**config.mk**
```make
export PLATFORM = sky130hd
export DESIGN_NAME = mem_dma
export DESIGN_NICKNAME = d
export VERILOG_FILES = /design/src/rtl/mem_dma.sv
export SDC_FILE = /design/constraint.sdc
export NUM_CORES = 1
export LEC_CHECK = 0
export ABC_AREA = 0
export CORE_MARGIN = 3
export CORE_UTILIZATION = 46
export DETAILED_ROUTE_END_ITERATION = 6
export PLACE_DENSITY_LB_ADDON = 0.25
export SLEW_MARGIN = 20
export SYNTH_ARGS = -nofsm -noshare
export SYNTH_HDL_FRONTEND = slang
export SYNTH_SLANG_ARGS = --single-unit
```
**constraint.sdc**
```tcl
create_clock -name clk -period 4.95 [get_ports clk]
set_input_delay 1.2375 -clock clk [delete_from_list [all_inputs] [get_ports clk]]
set_output_delay 1.2375 -clock clk [all_outputs]
set_load 0.01 [all_outputs]
```
**src/rtl/mem_dma.sv**
```systemverilog
// mem_dma: block-transfer initiator for the data-memory port.
// Copies `length` words from srcAddr to dstAddr, or fills `length` words at
// dstAddr with a constant. It drives the same address/data/write-enable port
// as the CPU. The memory reads asynchronously and commits writes on negedge clk.
//
// Ports
//   clk, rst    clock (posedge) and synchronous active-high reset
//   start       transfer request; only looked at in IDLE
//   mode        0 = copy, 1 = fill
//   srcAddr     copy source base address
//   dstAddr     destination base address
//   length      number of words; zero completes without touching memory
//   fillValue   fill constant
//   memDataIn   asynchronous memory read data
//   memAddress  memory address
//   memDataOut  memory write data
//   memWriteEn  memory write enable
//   busy        high while reading or writing
//   done        single-cycle completion pulse
module mem_dma #(
  parameter int p_WORD_LEN = 16,
  parameter int p_ADDR_LEN = 16
) (
  input  logic                  clk,
  input  logic                  rst,
  input  logic                  start,
  input  logic                  mode,
  input  logic [p_ADDR_LEN-1:0] srcAddr,
  input  logic [p_ADDR_LEN-1:0] dstAddr,
  input  logic [p_ADDR_LEN-1:0] length,
  input  logic [p_WORD_LEN-1:0] fillValue,
  input  logic [p_WORD_LEN-1:0] memDataIn,
  output logic [p_ADDR_LEN-1:0] memAddress,
  output logic [p_WORD_LEN-1:0] memDataOut,
  output logic                  memWriteEn,
  output logic                  busy,
  output logic                  done
);

  typedef enum logic [1:0] {
    ST_IDLE,
    ST_READ,
    ST_WRITE,
    ST_DONE
  } state_t;

  localparam logic [p_ADDR_LEN-1:0] l_ONE = 1;

  state_t                  state_reg;
  logic [p_ADDR_LEN-1:0]   src_reg;
  logic [p_ADDR_LEN-1:0]   dst_reg;
  logic [p_ADDR_LEN-1:0]   len_reg;
  logic [p_ADDR_LEN-1:0]   cnt_reg;
  logic                    mode_reg;
  // Holds the word being copied. In fill mode it is loaded with the fill
  // constant at start, and it is never overwritten because READ is skipped.
  logic [p_WORD_LEN-1:0]   buffer_reg;
  logic                    we_reg;
  logic                    busy_reg;
  logic                    done_reg;

  always_ff @(posedge clk) begin
    if (rst) begin
      state_reg  <= ST_IDLE;
      src_reg    <= '0;
      dst_reg    <= '0;
      len_reg    <= '0;
      cnt_reg    <= '0;
      mode_reg   <= 1'b0;
      buffer_reg <= '0;
      we_reg     <= 1'b0;
      busy_reg   <= 1'b0;
      done_reg   <= 1'b0;
    end else begin
      case (state_reg)
        ST_IDLE: begin
          done_reg <= 1'b0;
          if (start) begin
            src_reg    <= srcAddr;
            dst_reg    <= dstAddr;
            len_reg    <= length;
            mode_reg   <= mode;
            buffer_reg <= fillValue;
            cnt_reg    <= '0;
            if (length == '0) begin
              state_reg <= ST_DONE;
              done_reg  <= 1'b1;
            end else if (mode) begin
              state_reg <= ST_WRITE;
              we_reg    <= 1'b1;
              busy_reg  <= 1'b1;
            end else begin
              state_reg <= ST_READ;
              busy_reg  <= 1'b1;
            end
          end
        end

        ST_READ: begin
          buffer_reg <= memDataIn;
          state_reg  <= ST_WRITE;
          we_reg     <= 1'b1;
        end

        ST_WRITE: begin
          if (cnt_reg == len_reg - l_ONE) begin
            state_reg <= ST_DONE;
            we_reg    <= 1'b0;
            busy_reg  <= 1'b0;
            done_reg  <= 1'b1;
          end else begin
            cnt_reg <= cnt_reg + l_ONE;
            if (!mode_reg) begin
              state_reg <= ST_READ;
              we_reg    <= 1'b0;
            end
          end
        end

        ST_DONE: begin
          state_reg <= ST_IDLE;
          done_reg  <= 1'b0;
        end

        default: begin
          state_reg <= ST_IDLE;
          we_reg    <= 1'b0;
          busy_reg  <= 1'b0;
          done_reg  <= 1'b0;
        end
      endcase
    end
  end

  // The address and data are decoded only from registered state. The sum
  // wraps naturally at the address width.
  always_comb begin
    memAddress = '0;
    memDataOut = '0;
    case (state_reg)
      ST_READ:  memAddress = src_reg + cnt_reg;
      ST_WRITE: begin
        memAddress = dst_reg + cnt_reg;
        memDataOut = buffer_reg;
      end
      default: begin
        memAddress = '0;
        memDataOut = '0;
      end
    endcase
  end

  assign memWriteEn = we_reg;
  assign busy       = busy_reg;
  assign done       = done_reg;

endmodule

```
Run 1, nets reached from selected ports:
Drawn at 3 px/um.
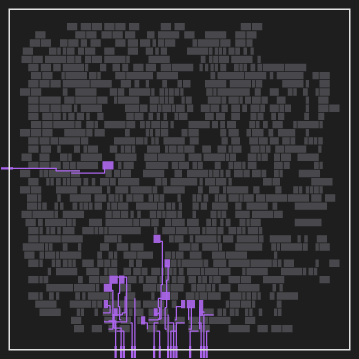
Purple is `memAddress`, bits 16, direction output, edge 15 bottom, 1 left, end cells 16, buffers 16, wire 358 um.

Run 1, signal wires by layer:
Drawn at 3 px/um.
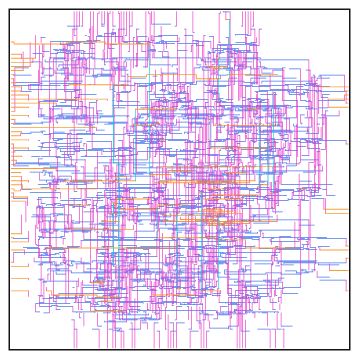
Blue is met1, wire length 6300 um. Magenta is met2, wire length 6990 um. Cyan is met4, wire length 364 um. Orange is met3, wire length 1080 um.

Run 1, met2 routing:
Drawn at 2 px/um.
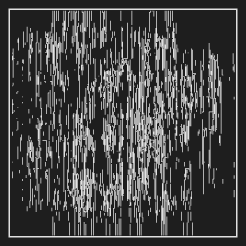
The layer holds 47% of the routed length. 726 nets have wire on it.

Run 1, routing congestion map:
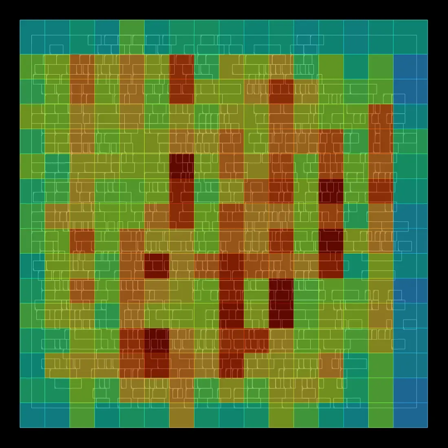
GR Layer Usage met3: 6.95%
GR Util met1: 28.8%

==> flow_summary.toml, run 1 <==
# physical design summary
[setup_path]
crit_family = "AND-OR/OR-AND gates"
critPathKind = "flop to primary output"
required_ns = 3.71
crit_slowest_cell = "clkdlybuf4s50_1"
worstPathMaxFanout = 5

[finish]
drive_gt1_share_pct = 7.32
final_area_sq_um = 6910
n_antenna_cell = 0
final_util_pct = 62.6
layout.nets = 879

[placement]
place_area_sq_um = 6520
gp_congestion = 0.919

[route]
wl_um = 14700
drt-initial-drc-count = 315
drc = 0
vias_per_cell = 5.65

[global_routing]
first_global_vias = 5027

[job]
maxCapViolCount = 0

[timing]
finalCriticalPeriod_ns = 4.78
skew_ns = 0.00769
hold_violations = 0
slew-limit-headroom_pct = 26.4

[synthesis]
synth.avg_cell_area_sq_um = 7.79
top_area_cell = "dfxtp_1"
top_cell = "nand2_1"
edf_count = 0
synth-async-reset-ratio_pct = 0
ys.flop_type = "dfxtp_1"
ys_ff = 86
synth_xor_xnor_area_share_pct = 3.83
yosysCellCount = 676
syn_area_sq_um = 5270
yosys.area_share.adder_pct = 5.13
simple_gate_area_share_pct = 25.5

[run_status]
status = "complete, no violations"

[clocking]
clkLatencyLatePin_ns = 0.36
cts.path.max_buffers = 2
cts_setup_buffers = 0

[pwr]
peakVddDrop_mv = 0.251
power_density_nw_per_um2 = 317

[floorplan]
rows = 38
die_w_um = 113

[hold_path]
hp-class = "flop to flop"
==> run 1: metal layers <==
metal  vias up  track usage (%)
li1       2574                -
met1      2402             28.8
met2       185             37.9
met3        30             6.95
met4         0             8.57
met5         -                0
==> run 1: cells in the final DEF, fill, tap and decap left out, drive strengths merged, types with 3 or more instances in the layout <==
cell type,instances
or3,19
o21a,4
nand3,11
and4,3
clkdlybuf4s50,114
inv,19
and2,19
o41ai,4
mux2,15
a2111oi,6
xnor2,10
buf,12
or2,4
nor2b,11
nand2b,4
nor2,48
nand2,127
nor3,14
bufinv,3
a31oi,4
xor2,13
mux2i,34
ha,20
nand4,6
o21ai,14
clkbuf,11
a21oi,74
o2111ai,3
nor3b,3
and3,4
a211oi,20
a21o,4
dfxtp,86
nor4,5
==> run 1: final timing paths <==
path	from	end	slack [ns]	cells after the start
setup / recovery	state_reg[0]	memAddress[13]	0.17	12
setup reg to reg	len_reg[3]	state_reg[1]	1.84	7
hold / removal	src_reg[11]	src_reg[11]	0.46	2
hold reg to reg	src_reg[11]	src_reg[11]	0.46	2
==> run 1: final cells by class <==
type                            instances  area [sq um]  share of cell area, %
Multi-Input combinational cell        530          3320                   48.1
Sequential cell                        86          1720                   24.9
Timing Repair Buffer                  129          1260                   18.3
Clock buffer                           11           253                   3.66
Tap cell                              140           175                   2.54
Clock inverter                          5           104                   1.50
Inverter                               18          67.6                  0.978
==> run 1: tightest hold or removal path, cell delays in order (launching register included) <==
cell and delay, ns:
dfxtp_1 0.31, nand2_1 0.05, a21oi_1 0.05
==> run 1: power breakdown <==
group	internal (mW)	switching (mW)	total, mW
sequential	0.757	0.0482	0.805
combinational	0.262	0.313	0.575
clock	0.521	0.287	0.808
total	1.54	0.647	2.19
==> run 2, diff against run 1 <==
--- a/config.mk
+++ b/config.mk
@@ -9,7 +9,9 @@
 export CORE_MARGIN = 3
 export CORE_UTILIZATION = 46
 export DETAILED_ROUTE_END_ITERATION = 6
+export MAX_ROUTING_LAYER = met4
 export PLACE_DENSITY_LB_ADDON = 0.25
+export RECOVER_POWER = 25
 export SLEW_MARGIN = 20
 export SYNTH_ARGS = -nofsm -noshare
 export SYNTH_HDL_FRONTEND = slang
Run 2, ports around the boundary:
Drawn at 2 px/um. Pins as bars across the die edge, other pins in gray.
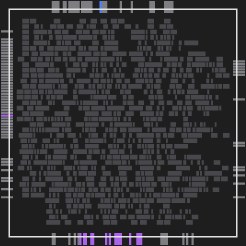
Blue is `mode`, pins 1, direction input, edge top. Purple is `memAddress`, pins 16, direction output, edge 15 bottom, 1 left.

==> run 2 against run 1 <==
Against the previous run:
- the flow now finishes with violations (capacitance limit, slew limit)
- clock power fell by about 20%
- clock-buffer cell count fell by 1
- final cell count fell by 0.11%
- non-clock buffer count fell by 1
- first-iteration DRC count fell by 13%
- synthesized cell count did not move
- register-to-register slack improved by 0.04 ns
- die size did not move
- worst setup slack barely moved
- critical endpoint unchanged
- highest routed layer unchanged
==> flow_summary.toml, run 2 <==
# physical design summary
[run_status]
status = "complete, but fails checks"
violations = "capacitance limit, slew limit"

[setup_path]
worst_path_largest_cell_delay_ns = 0.56
crit_family = "AND-OR/OR-AND gates"
critPathKind = "flop to primary output"
worstPathMaxFanout = 5
required_ns = 3.71
crit_slowest_cell = "clkdlybuf4s50_1"

[pwr]
peakVddDrop_mv = 0.250
power_density_nw_per_um2 = 296
power.leakage_nw = 2.59

[finish]
comb_area_sq_um = 3320
n_antenna_cell = 0
drive_gt1_share_pct = 7.33
lay_top_count = "nand2_1"
lay_top_cells = "nand2_1 (127), clkdlybuf4s50_1 (110), dfxtp_1 (85)"
layout.nets = 878

[clocking]
clkLatencyLatePin_ns = 0.35
cts.path.max_buffers = 2

[timing]
slew_viol_final = 50
hold_violations = 0
slew-limit-headroom_pct = -44.7
skew_ns = 0.00974
finalCriticalPeriod_ns = 4.78
max_freq_ghz = 0.209

[hold_path]
hp-class = "flop to flop"

[synthesis]
syn_area_sq_um = 5270
top_cell = "nand2_1"
ys.flop_type = "dfxtp_1"
edf_count = 0
top_area_cell = "dfxtp_1"
ys_ff = 86
top_cells_by_area = "dfxtp_1 (33%), nand2_1 (9.1%), a21oi_1 (6.9%), mux2i_1 (6.5%), ha_1 (4.8%)"
yosysCellCount = 676
synth.avg_cell_area_sq_um = 7.79
synth-async-reset-ratio_pct = 0

[route]
drc = 0
vias_per_cell = 5.62
drt-initial-drc-count = 274
wl_um = 14500

[floorplan]
rows = 38
die_w_um = 113

[global_routing]
grt_pass1_wl_um = 23700

[job]
maxCapViolCount = 1

[placement]
gp_congestion = 0.915
place_area_sq_um = 6520
Run 2, routing congestion map:
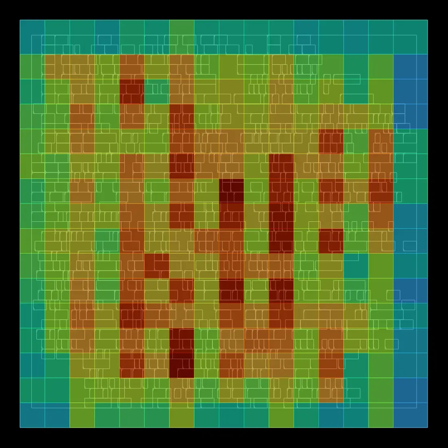
Util after Layout: 61.8%
Top Usage Layer GRT: met2
Overall Global Routing Usage: 23.5%
grt met2 use: 37.5%
GR Layer Usage met3: 6.20%

==> run 2: netlist changes by cell type in the layout (fill, tap and decap cells not counted), sizes merged <==
cell | before | now
clkinvlp | 0 | 3
bufinv | 3 | 0
clkdlybuf4s50 | 114 | 110
clkdlybuf4s15 | 0 | 1
clkinv | 1 | 2
dlymetal6s2s | 1 | 0
buf | 12 | 10
dlygate4sd3 | 0 | 4
==> run 2: cell type report <==
cell class / count / area share (%)
multi-input cells: 530 / 48.7
flip-flops and latches: 86 / 25.3
repair buffers: 128 / 18.3
clock buffers: 10 / 3.50
well taps: 140 / 2.57
inverters: 18 / 0.990
clock inverters: 6 / 0.660
==> run 2: final timing paths <==
path,startpoint,endpoint,slack [ns],depth (start not counted)
hold / removal,dst_reg[15],dst_reg[15],0.46,2
setup / recovery,state_reg[0],memAddress[13],0.17,11
setup reg to reg,len_reg[3],state_reg[1],1.88,7
hold reg to reg,dst_reg[15],dst_reg[15],0.46,2
==> run 2: cell families after synthesis <==
logic type / count (synthesis) / synth area share [%]
xor gates and xnor gates: 23 / 3.83
adders and majority gates: 21 / 5.13
AOI/OAI and AO/OA: 152 / 18.5
buffers and inverters: 60 / 4.73
and+or+nand+nor: 285 / 25.5
DFF: 86 / 32.7
muxes: 49 / 9.67
==> run 2: routing by layer <==
metal | vias up | GRT usage, %
met4 | 0 | 8.73
met3 | 36 | 6.20
li1 | 2574 | -
met2 | 156 | 37.5
met5 | - | -
met1 | 2392 | 28.5
==> run 2: power by group <==
| part | internal (mW) | switching, mW | leakage [nW] |
|---|---|---|---|
| logic | 0.259 | 0.312 | 1.75 |
| clock network | 0.355 | 0.288 | 0.131 |
| registers | 0.757 | 0.0473 | 0.706 |
| total | 1.37 | 0.647 | 2.59 |
No activity file was given, so power comes from the tool's default toggle rates.
